**src/rtl/mac_stop_pkg.sv**
```systemverilog
// Shared types and sizing helpers for the matrix MAC operand store.
package mac_stop_pkg;

    typedef enum logic [1:0] {LOAD_A, LOAD_B, SERVE} store_state_t;

    localparam int unsigned DEF_M = 2;
    localparam int unsigned DEF_K = 2;
    localparam int unsigned DEF_N = 2;
    localparam int unsigned A_ELEMS = DEF_M * DEF_K;
    localparam int unsigned B_ELEMS = DEF_K * DEF_N;

    // Load index must span the larger of the two matrices; never narrower than 1 bit.
    function automatic int unsigned idx_width(input int unsigned a_elems,
                                              input int unsigned b_elems);
        int unsigned mx;
        mx = (a_elems > b_elems) ? a_elems : b_elems;
        return (mx > 1) ? $clog2(mx) : 1;
    endfunction

endpackage

```
**src/rtl/mac_stop_matrix_bank.sv**
```systemverilog
// One matrix storage bank: single write port, registered read port that returns 0 on error.
module mac_stop_matrix_bank #(
    parameter int unsigned DEPTH = 4,
    parameter int unsigned WIDTH = 32,
    localparam int unsigned AW = (DEPTH > 1) ? $clog2(DEPTH) : 1
) (
    input  logic             clk,
    input  logic             resetn,
    input  logic             we,
    input  logic [AW-1:0]    waddr,
    input  logic [WIDTH-1:0] wdata,
    input  logic             re,
    input  logic             rd_err,
    input  logic [AW-1:0]    raddr,
    output logic [WIDTH-1:0] rdata
);

    logic [WIDTH-1:0] mem [DEPTH];
    logic [WIDTH-1:0] rdata_q;

    // Storage is deliberately not reset.
    always_ff @(posedge clk) begin
        if (we) begin
            mem[waddr] <= wdata;
        end
    end

    always_ff @(posedge clk or negedge resetn) begin
        if (!resetn) begin
            rdata_q <= '0;
        end else if (rd_err) begin
            rdata_q <= '0;
        end else if (re) begin
            rdata_q <= mem[raddr];
        end
    end

    assign rdata = rdata_q;

endmodule

```
**src/rtl/mac_stop_matrix_store.sv**
```systemverilog
// Operand store for the MAC engine: streams in A then B, then serves addressed reads.
module mac_stop_matrix_store
    import mac_stop_pkg::*;
#(
    parameter int unsigned M = 2,
    parameter int unsigned K = 2,
    parameter int unsigned N = 2,
    parameter int unsigned DATA_WIDTH_INIT_MATRIX = 32,
    localparam int unsigned RW_A = (M > 1) ? $clog2(M) : 1,
    localparam int unsigned CW_A = (K > 1) ? $clog2(K) : 1,
    localparam int unsigned RW_B = (K > 1) ? $clog2(K) : 1,
    localparam int unsigned CW_B = (N > 1) ? $clog2(N) : 1
) (
    input  logic                              clk,
    input  logic                              resetn,
    input  logic                              load_valid,
    input  logic [DATA_WIDTH_INIT_MATRIX-1:0] load_data,
    output logic                              load_ready,
    input  logic                              reload,
    output logic                              store_ready,
    input  logic                              matrix_a_re,
    input  logic                              matrix_b_re,
    input  logic [RW_A-1:0]                   row_addr_a,
    input  logic [CW_A-1:0]                   col_addr_a,
    input  logic [RW_B-1:0]                   row_addr_b,
    input  logic [CW_B-1:0]                   col_addr_b,
    output logic [DATA_WIDTH_INIT_MATRIX-1:0] data_out_a,
    output logic [DATA_WIDTH_INIT_MATRIX-1:0] data_out_b,
    output logic                              read_err
);

    localparam int unsigned NUM_A = M * K;
    localparam int unsigned NUM_B = K * N;
    localparam int unsigned IW    = idx_width(NUM_A, NUM_B);
    localparam int unsigned AW_A  = (NUM_A > 1) ? $clog2(NUM_A) : 1;
    localparam int unsigned AW_B  = (NUM_B > 1) ? $clog2(NUM_B) : 1;

    store_state_t    state_q, state_d;
    logic [IW-1:0]   idx_q, idx_d;
    logic            hs, we_a, we_b;
    logic            err_a, err_b, read_err_q;
    logic [AW_A-1:0] addr_a;
    logic [AW_B-1:0] addr_b;

    assign load_ready  = (state_q != SERVE) && !reload;
    assign store_ready = (state_q == SERVE);
    assign hs          = load_valid && load_ready;

    assign addr_a = AW_A'(32'(row_addr_a) * K + 32'(col_addr_a));
    assign addr_b = AW_B'(32'(row_addr_b) * N + 32'(col_addr_b));

    // Out-of-range coordinates only occur for non-power-of-two dimensions.
    assign err_a = matrix_a_re &&
                   ((state_q != SERVE) || (32'(row_addr_a) >= M) || (32'(col_addr_a) >= K));
    assign err_b = matrix_b_re &&
                   ((state_q != SERVE) || (32'(row_addr_b) >= K) || (32'(col_addr_b) >= N));

    always_ff @(posedge clk or negedge resetn) begin
        if (!resetn) begin
            state_q    <= LOAD_A;
            idx_q      <= '0;
            read_err_q <= 1'b0;
        end else begin
            state_q    <= state_d;
            idx_q      <= idx_d;
            read_err_q <= err_a || err_b;
        end
    end

    always_comb begin
        state_d = state_q;
        idx_d   = idx_q;
        we_a    = 1'b0;
        we_b    = 1'b0;
        // reload wins over a coincident handshake (load_ready is already low).
        if (reload) begin
            state_d = LOAD_A;
            idx_d   = '0;
        end else if (hs) begin
            unique case (state_q)
                LOAD_A: begin
                    we_a = 1'b1;
                    if (idx_q == IW'(NUM_A - 1)) begin
                        idx_d   = '0;
                        state_d = LOAD_B;
                    end else begin
                        idx_d = idx_q + IW'(1);
                    end
                end
                LOAD_B: begin
                    we_b = 1'b1;
                    if (idx_q == IW'(NUM_B - 1)) begin
                        idx_d   = '0;
                        state_d = SERVE;
                    end else begin
                        idx_d = idx_q + IW'(1);
                    end
                end
                default: begin
                end
            endcase
        end
    end

    assign read_err = read_err_q;

    mac_stop_matrix_bank #(
        .DEPTH (NUM_A),
        .WIDTH (DATA_WIDTH_INIT_MATRIX)
    ) u_bank_a (
        .clk    (clk),
        .resetn (resetn),
        .we     (we_a),
        .waddr  (AW_A'(idx_q)),
        .wdata  (load_data),
        .re     (matrix_a_re),
        .rd_err (err_a),
        .raddr  (addr_a),
        .rdata  (data_out_a)
    );

    mac_stop_matrix_bank #(
        .DEPTH (NUM_B),
        .WIDTH (DATA_WIDTH_INIT_MATRIX)
    ) u_bank_b (
        .clk    (clk),
        .resetn (resetn),
        .we     (we_b),
        .waddr  (AW_B'(idx_q)),
        .wdata  (load_data),
        .re     (matrix_b_re),
        .rd_err (err_b),
        .raddr  (addr_b),
        .rdata  (data_out_b)
    );

endmodule

```
**config.mk**
```make
export PLATFORM = sky130hd
export DESIGN_NAME = mac_stop_matrix_store
export DESIGN_NICKNAME = d
export VERILOG_FILES = /design/src/rtl/mac_stop_pkg.sv /design/src/rtl/mac_stop_matrix_bank.sv /design/src/rtl/mac_stop_matrix_store.sv
export SDC_FILE = /design/constraint.sdc
export NUM_CORES = 1
export LEC_CHECK = 0
export ABC_AREA = 1
export CORE_UTILIZATION = 35
export CTS_CLUSTER_SIZE = 30
export DETAILED_ROUTE_END_ITERATION = 16
export PLACE_DENSITY_LB_ADDON = 0.2
export RECOVER_POWER = 50
export SLEW_MARGIN = 20
export SYNTH_ARGS = -nofsm -noshare
export SYNTH_HDL_FRONTEND = slang
export SYNTH_SLANG_ARGS = --single-unit
```
**constraint.sdc**
```tcl
create_clock -name clk -period 2.79 [get_ports clk]
set_input_delay 0.4185 -clock clk [delete_from_list [all_inputs] [get_ports clk]]
set_output_delay 0.4185 -clock clk [all_outputs]
set_load 0.1 [all_outputs]
```
### Register map, names as in the netlist

The bar under the picture is 50 um long. Other sequential cells in the stronger gray, the rest of the logic in the fainter gray.
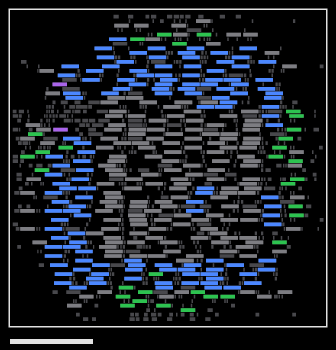
u_bank_a.mem: in blue, sequential cells 128, where spread over the die. u_bank_b.rdata: in green, sequential cells 32, where spread over the die. idx_q: in purple, sequential cells 2.
Another 163 sequential cells are not colored.

### The clock network

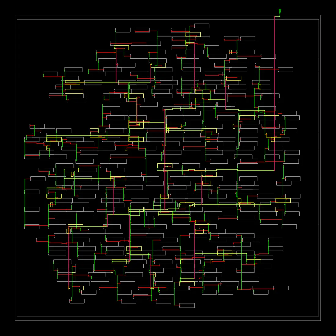
flip-flop and latch count: 325
Num CTS Buffers: 36
# clk buffers: 52
worst clock skew: 0.0170 ns

==> results_slide.txt <==
Synthesis and Place & Route Summary

Drt
  • Average routed wire per standard cell: 17.9 um
  • Detailed-route via count: 7599
  • Total routed wirelength: 28.6 mm
  • # DRC: 0
  • Metal1 wirelength: 13.3 mm
  • Number of iterations in the first detailed-routing pass: 5
  • Met3 wire length: 1.24 mm
  • Remaining number of nets flagged by the antenna check after routing: 0
  • Highest layer used for signal routing: met4
  • Violation count after the first detailed-routing iteration: 453
  • Routed vias/inst: 4.76
  • Met2 routed WL: 13.6 mm

Final timing
  • Hold slack: 0.419 ns
  • Max Transition Viols Final: 70
  • Highest achievable clock rate: 456 MHz
  • Unrepaired setup endpoints after global routing: no
  • Worst rel slew slack: -21.6%
  • Tightest Pin Transition: 1.82 ns
  • Final period utilization: 78.5%
  • Post-route setup TNS: 0 ns
  • Final Hold Violating Endpoints: 0
  • Final setup margin: 0.599 ns
  • Crit path time final: 2.19 ns

Synth
  • Post-Syn Instances: 1001
  • Cell total in the yosys stat output: 1001
  • Synth cell types: 19
  • Yosys chip area: 12400 um^2
  • Biggest area consumer among synthesized cells: edfxtp_1
  • Most used flip-flop cell after synthesis: edfxtp_1
  • Ao+oa area frac: 0.202%
  • Post-synth seq share: 75.8%
  • Most numerous cell types in the synthesized netlist: nand2_1, edfxtp_1, nand3_1
  • Dominant kind of combinational cell: simple AND/OR/NAND/NOR gates
  • Area fraction in mux cells: 0%
  • Simple-gate share of the synthesized area: 20.2%
  • Area of the mapped netlist: 12400 um^2
  • Total number of yosys warnings: 0
  • Post-synth net total: 1047
  • Total of flip-flops plus latches after synthesis: 325
  • Most area-consuming cells after synthesis: edfxtp_1, dfrtp_1, nand2_1
  • Most instantiated library cell after synthesis: nand2_1
  • Syn Area/Cell: 12.4 um^2
  • Share of async-settable or async-resettable flops after synthesis: 21.2%
  • Post-synthesis share of cell area spent on xor and xnor gates: 0%
  • Post-synth tally of flip-flops with integrated enable: 256
  • Area leader share: 61.9%

Setup path
  • Critical Path Start: state_q[0]
  • CP max-delay cell: dfrtp_1
  • Worst Path Class, Setup: reg2out
  • Arrival time of data at the critical path endpoint: 1.77 ns
  • Longest individual stage delay on the worst path: 0.37 ns
  • End point of the critical path: load_ready
  • R2R cell count: 4
  • Worst reg2reg startpoint: state_q[1]
  • Worst setup slack for register-to-register paths: 0.71 ns
  • List of cells traversed by the critical path: inv_1 -> nand2_1 -> inv_1 -> nor2_2 -> buf_4
  • Critical path startpoint category: register
  • Most Frequent Cell on Critical Path: inv_1
  • Required time reported for the critical path endpoint: 2.37 ns
  • Worst Setup End Kind: primary output
  • Critical path peak fanout: 3

Cells and area
  • Ant. Diodes: 0
  • Top Layout Cells: nand2_1, edfxtp_1, nand3_1
  • Reg area: 9410 um^2
  • Final core occ: 42.8%
  • Area growth syn-to-layout: 19.8%
  • Final non-filler cell area: 14900 um^2
  • Number of inserted filler cells in the final layout: 3233
  • Post-route non-filler standard cell count: 1598
  • Top flop regs: u_bank_a.mem: 128 flops, u_bank_b.mem: 128 flops
  • Total Nets Final: 1164
  • Most instantiated logic cell after routing: nand2_1
  • Fraction of layout cells with a size suffix above 1: 11.5%

GRT
  • Global-route track usage on met3: 2.63%
  • Busiest grt layer: met2
  • First-pass GRT wire length: 44.5 mm
  • Gr ovfl total: 0
  • Largest net degree at the start of global routing: 70
  • Number of antenna violations at the first check in global routing: 0
  • Via count of the first global-routing pass: 7609
  • Aggregate global-route resource usage: 16.2%
  • Met1 global-route usage: 22.6%
  • GRT met2 Usage: 26.2%

Power and ir drop
  • Largest voltage drop on the vdd net: 0.355 mV
  • Tot Pwr: 10.2 mW
  • Lkg Pwr: 5.89 nW
  • PD cells: 684 nW/um^2

Die
  • Number of placement rows: 68
  • Core area: 34700 um^2
  • Chip area: 36200 um^2
  • Effective utilization at floorplan: 35.8%
  • Chip height: 190 um
  • Width of the die: 190 um
  • Total I/O pin count: 109

Outcome
  • Violated checks: max-capacitance violations, max-slew violations
  • Run status: finished, violations left

Place
  • Buffers added on ports: 108
  • Setup WS pre-CTS: 0.407 ns
  • Placed Area: 13900 um^2
  • Post-DP HPWL: 16.7 mm
  • Final GP Congestion: 0.737
  • Placed instance count: 1535

Clocking
  • TritonCTS clock tree: done
  • # Post-CTS Setup Buffers: 0
  • Insertion delay of the later-clocked pin in the worst-skew pair: 0.51 ns
  • Clock Tree Buf Depth: 3
  • Quantity of hold-fixing buffers added after cts: 0
  • Number of levels in the clock H-tree: 2
  • Clock tree root driver cell: clkbuf_16
  • CTS Sinks: 325

Job
  • Number of warnings in the stage logs: 29
  • Max-cap check violation count: 1

Hold path
  • Type of the tightest min-delay check: in2async
area by class of cell:
class | count | area share, %
clock buffer | 52 | 6.87
inverter | 17 | 0.429
sequential | 325 | 63.3
clock inverter | 11 | 0.505
multi-input combinational | 607 | 17.7
tap | 455 | 3.83
timing repair buffer | 131 | 7.34
cell families after synthesis:
| group | Yosys count |
|---|---|
| and+or+nand+nor | 598 |
| AOI/OAI and AO/OA | 5 |
| DFF | 325 |
| adders and majority gates | 4 |
| buffers and inverters | 69 |
where the power goes:
part | total, mW | internal, mW | switching [mW]
clock network | 4.41 | 2.63 | 1.79
registers | 5.30 | 5.29 | 0.0118
logic | 0.454 | 0.125 | 0.330
critical path, delay by kind of cell (launching register included):
family | cells | cell delay (ns)
buf+inv | 3 | 0.52
flops | 1 | 0.37
simple gates | 2 | 0.38
Power is estimated from default activity; no workload was simulated.
